Figure 1. Met3 routing.
Bar = 20 um.
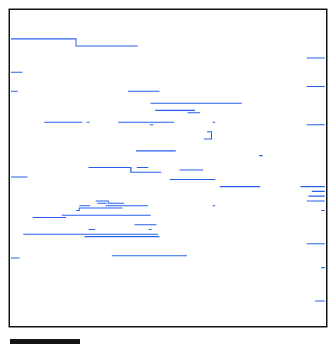
Figure 2. Clock distribution.
Bar = 20 um.
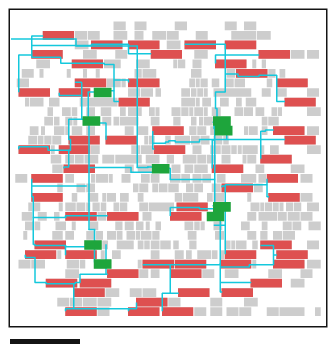
## config.mk

```make
export PLATFORM = sky130hd
export DESIGN_NAME = cnt27_down_flat
export DESIGN_NICKNAME = d
export VERILOG_FILES = /design/src/rtl/cnt27_down_if.sv /design/src/rtl/cnt27_down.sv /design/src/flat_wrapper.sv
export SDC_FILE = /design/constraint.sdc
export NUM_CORES = 1
export LEC_CHECK = 0
export CELL_PAD_IN_SITES_DETAIL_PLACEMENT = 0
export CELL_PAD_IN_SITES_GLOBAL_PLACEMENT = 1
export CORE_UTILIZATION = 39
export CTS_BUF_LIST = sky130_fd_sc_hd__clkbuf_4 sky130_fd_sc_hd__clkbuf_8 sky130_fd_sc_hd__clkbuf_16
export DETAILED_ROUTE_END_ITERATION = 6
export PLACE_DENSITY_LB_ADDON = 0.1
export SLEW_MARGIN = 20
export SYNTH_ARGS = -nofsm -noshare
export SYNTH_HDL_FRONTEND = slang
export SYNTH_SLANG_ARGS = --single-unit
```

## constraint.sdc

```tcl
create_clock -name clkin -period 2.3 [get_ports clkin]
set_input_delay 0.46 -clock clkin [delete_from_list [all_inputs] [get_ports clkin]]
set_output_delay 0.46 -clock clkin [all_outputs]
set_load 0.005 [all_outputs]
```

## src/rtl/cnt27_down_if.sv

```systemverilog
// Control/status bundle for the cnt27_down interval timer: the master drives
// enable, load, start, stop and the reload value; the timer returns out, tc and busy.
interface cnt27_down_if #(
    parameter int WIDTH = 27,
    parameter int OUTW  = 4
);
    logic             ena0;
    logic             load;
    logic             start;
    logic             stop;
    logic [WIDTH-1:0] din;
    logic [OUTW-1:0]  out;
    logic             tc;
    logic             busy;

    modport master (
        output ena0, load, start, stop, din,
        input  out, tc, busy
    );

    modport slave (
        input  ena0, load, start, stop, din,
        output out, tc, busy
    );
endinterface

```

## src/rtl/cnt27_down.sv

```systemverilog
// Programmable down-counting interval timer with a one-cycle terminal-count pulse.
// Optional: define CNT27_DOWN_AUTORELOAD_EN to restart from the reload value after DONE.
module cnt27_down #(
    parameter int WIDTH = 27,
    parameter int OUTW  = 4
) (
    input  logic        clkin,
    input  logic        rst0,
    cnt27_down_if.slave bus
);
    typedef enum logic [1:0] {
        IDLE = 2'd0,
        RUN  = 2'd1,
        DONE = 2'd2
    } state_t;

    state_t           state_reg;
    logic [WIDTH-1:0] cnt_reg;
    logic [WIDTH-1:0] rld_reg;
    logic [OUTW-1:0]  out_reg;
    logic [OUTW-1:0]  tap;
    logic [WIDTH-1:0] start_value;
    logic             cnt_last;

    // Display tap: the top OUTW bits of the live count.
    for (genvar gi = 0; gi < OUTW; gi++) begin : g_tap
        assign tap[gi] = cnt_reg[WIDTH-OUTW+gi];
    end

    // A load coinciding with start must take effect on this countdown.
    assign start_value = bus.load ? bus.din : rld_reg;
    assign cnt_last    = (cnt_reg <= WIDTH'(1));

    always_ff @(posedge clkin or negedge rst0) begin
        if (!rst0) begin
            state_reg <= IDLE;
            cnt_reg   <= '0;
            rld_reg   <= '0;
            out_reg   <= '0;
        end else begin
            out_reg <= tap;
            if (bus.load) begin
                rld_reg <= bus.din;
            end
            case (state_reg)
                IDLE: begin
                    if (bus.start && !bus.stop) begin
                        cnt_reg   <= start_value;
                        state_reg <= RUN;
                    end
                end
                RUN: begin
                    if (bus.stop) begin
                        state_reg <= IDLE;
                    end else if (bus.ena0) begin
                        if (cnt_last) begin
                            cnt_reg   <= '0;
                            state_reg <= DONE;
                        end else begin
                            cnt_reg <= cnt_reg - WIDTH'(1);
                        end
                    end
                end
                DONE: begin
`ifdef CNT27_DOWN_AUTORELOAD_EN
                    if (bus.stop) begin
                        state_reg <= IDLE;
                    end else begin
                        cnt_reg   <= rld_reg;
                        state_reg <= RUN;
                    end
`else
                    state_reg <= IDLE;
`endif
                end
                default: begin
                    state_reg <= IDLE;
                end
            endcase
        end
    end

    assign bus.out  = out_reg;
    assign bus.tc   = (state_reg == DONE);
    assign bus.busy = (state_reg == RUN);
endmodule

```

## src/flat_wrapper.sv

```systemverilog
// flat-port wrapper written by rule: the top's interface ports become plain ports
module cnt27_down_flat 
#(
    parameter int WIDTH = 27,
    parameter int OUTW  = 4
)
  (clkin, rst0, bus_ena0, bus_load, bus_start, bus_stop, bus_din, bus_out, bus_tc, bus_busy);
  cnt27_down_if #(.WIDTH(WIDTH), .OUTW(OUTW)) bus_i ();
  input  logic clkin;
  input  logic rst0;
  input wire logic [$bits(bus_i.ena0)-1:0] bus_ena0;
  input wire logic [$bits(bus_i.load)-1:0] bus_load;
  input wire logic [$bits(bus_i.start)-1:0] bus_start;
  input wire logic [$bits(bus_i.stop)-1:0] bus_stop;
  input wire logic [$bits(bus_i.din)-1:0] bus_din;
  output wire logic [$bits(bus_i.out)-1:0] bus_out;
  output wire logic [$bits(bus_i.tc)-1:0] bus_tc;
  output wire logic [$bits(bus_i.busy)-1:0] bus_busy;
  assign bus_i.ena0 = bus_ena0;
  assign bus_i.load = bus_load;
  assign bus_i.start = bus_start;
  assign bus_i.stop = bus_stop;
  assign bus_i.din = bus_din;
  assign bus_out = bus_i.out;
  assign bus_tc = bus_i.tc;
  assign bus_busy = bus_i.busy;
  cnt27_down #(.WIDTH(WIDTH), .OUTW(OUTW)) u_core (.clkin(clkin), .rst0(rst0), .bus(bus_i));
endmodule
```

==> CHANGELOG.md <==
### Changed

- Sequential Power Share: 40.0%
- P_leak: 1.81 nW
- Most frequent cells in the layout: buf_4, dfrtp_1, clkdlybuf4s50_1, nand2_1, mux2_2
- Synth logic family: AND-OR/OR-AND gates
- CP max-delay cell: or4_4
- Basic Gates by Area: 17.6%
- PnR worst setup slack: -0.109 ns
- Final nets: 428
- Min Tclk post-route: 2.41 ns
- GPL Wtd Cong: 0.881
- Mux share: 10.7%
- CP delay by family, top: simple AND/OR/NAND/NOR gates
- Crit path top cell by count: or4_4
- Ant. Diodes: 0
- Port bufs: 38
- Dpl hpwl: 5920 um
- Initial Utilization: 41.2%
- Yosys Instances: 291
- R2R depth: 7
- Reg-to-Reg Start: u_core.cnt_reg[15]
- CP startpoint: u_core.cnt_reg[15]
- Combinational share of power: 27.7%
- Tot Pwr: 3.32 mW
- Placed Cells: 476
- Relative slew slack: 70.3%
- Post-route ant nets: 0
- Core Util, Final: 58.5%
- Rows: 31
- Worst Tran Pin Value: 0.445 ns
- First-pass GRT wire length: 13600 um
- Largest area contributor in the netlist: dfrtp_1
- Syn-to-layout area delta: 42.0%
- Vertical die size: 90.2 um
- Clock transition at path regs: 0.07 ns
- Capturing point of the worst reg2reg path: u_core.cnt_reg[22]
- Netlist cell types: 48
- CP endpoint: u_core.cnt_reg[22]
- Outcome: complete, but fails checks
- Fmax: 415 MHz
- Cell internal pwr: 2.36 mW
- Synth top cell by count: dfrtp_1
- Initial antenna violation count: 0
- Cts hold-fix bufs: 0
- Failing checks: setup timing
- M2 GR Usage: 33.8%
- Largest net degree at the start of global routing: 61
- Slew Limit Fails: 0
- Core box area: 7370 um^2
- Setup Viol. Count Final: 23
- Critical Path Max Stage Delay: 0.54 ns
- Root Buffer: clkbuf_8
- Overflow after GRT: 0
- Synth async-reset ratio: 100%
- Top area cell types: dfrtp_1, mux2_2, o21ai_0, nand2_1, a22o_1
- Cell Area, Synth: 3030 um^2
- Hold Path Class: primary input to async pin
- CTS H-Tree Depth: 3
- WP data required: 2.52 ns
- Psw: 0.957 mW
- Warnings from Yosys: 0
- Max IR drop VDD: 0.000498 V
## Picture notes: Figure 1
main direction = horizontal
longest straight run = 38.2 um
share of all routed wire = 4.8%

## Picture notes: Figure 2
red -> flip-flops  # count 60
green -> cells driving clock nets  # count 9
cyan -> clock wires  # length 837 um
routed clock nets = 10
flops lie = all over the die

[what timing repair did]
action / CTS / global route
hold endpoints to repair: 0 / 0
pin swaps: 6 / 4
resized: 11 / 10
setup endpoints to repair: 24 / 27
buffers inserted: 3 / 2
gates cloned: 0 / 0
[power by group through the flow]
stage | clock [mW] | sequential, mW | combinational, mW
after floorplan | 0 | 1.37 | 0.381
after global placement | 0 | 1.34 | 0.880
after detailed placement | 0 | 1.34 | 0.884
after CTS | 1.09 | 1.32 | 0.904
after global routing | 1.14 | 1.35 | 1.02
final | 1.07 | 1.33 | 0.921
[worst min-delay path by stage]
stage,endpoint,slack (ns),depth (start not counted)
3_3_place_gp,u_core.bus.out[3],0.42,0
6_report,u_core.rld_reg[11],0.13,2
5_1_grt,u_core.rld_reg[1],0.15,2
4_1_cts,u_core.rld_reg[0],0.14,2
2_1_floorplan,u_core.bus.out[0],0.16,0
3_5_place_dp,u_core.bus.out[3],0.41,0
[stage by stage]
| stage | cell area [um^2] | setup TNS (ns) | hold slack, ns |
|---|---|---|---|
| finish | 4310 | -1.41 | 0.127 |
| global route | 4310 | -2.81 | 0.151 |
| CTS | 4270 | -2.00 | 0.138 |
| detailed placement | 3990 | -1.87 | 0.412 |
| global placement | 3990 | -0.862 | 0.424 |
| floorplan | 3040 | -0.444 | 0.164 |
[cell type report]
class | count | area (um^2)
Tap cell | 99 | 124
Clock inverter | 6 | 87.6
Fill cell | 647 | 3060
Inverter | 5 | 22.5
Sequential cell | 60 | 1500
Clock buffer | 10 | 138
Timing Repair Buffer | 107 | 953
Multi-Input combinational cell | 210 | 1480
[per-layer routing]
layer	wire length, um	vias up
met1	4010	1309
li1	-	1300
met3	401	13
met5	0	-
met2	3820	71
met4	127	0
No activity file was given, so power comes from the tool's default toggle rates.
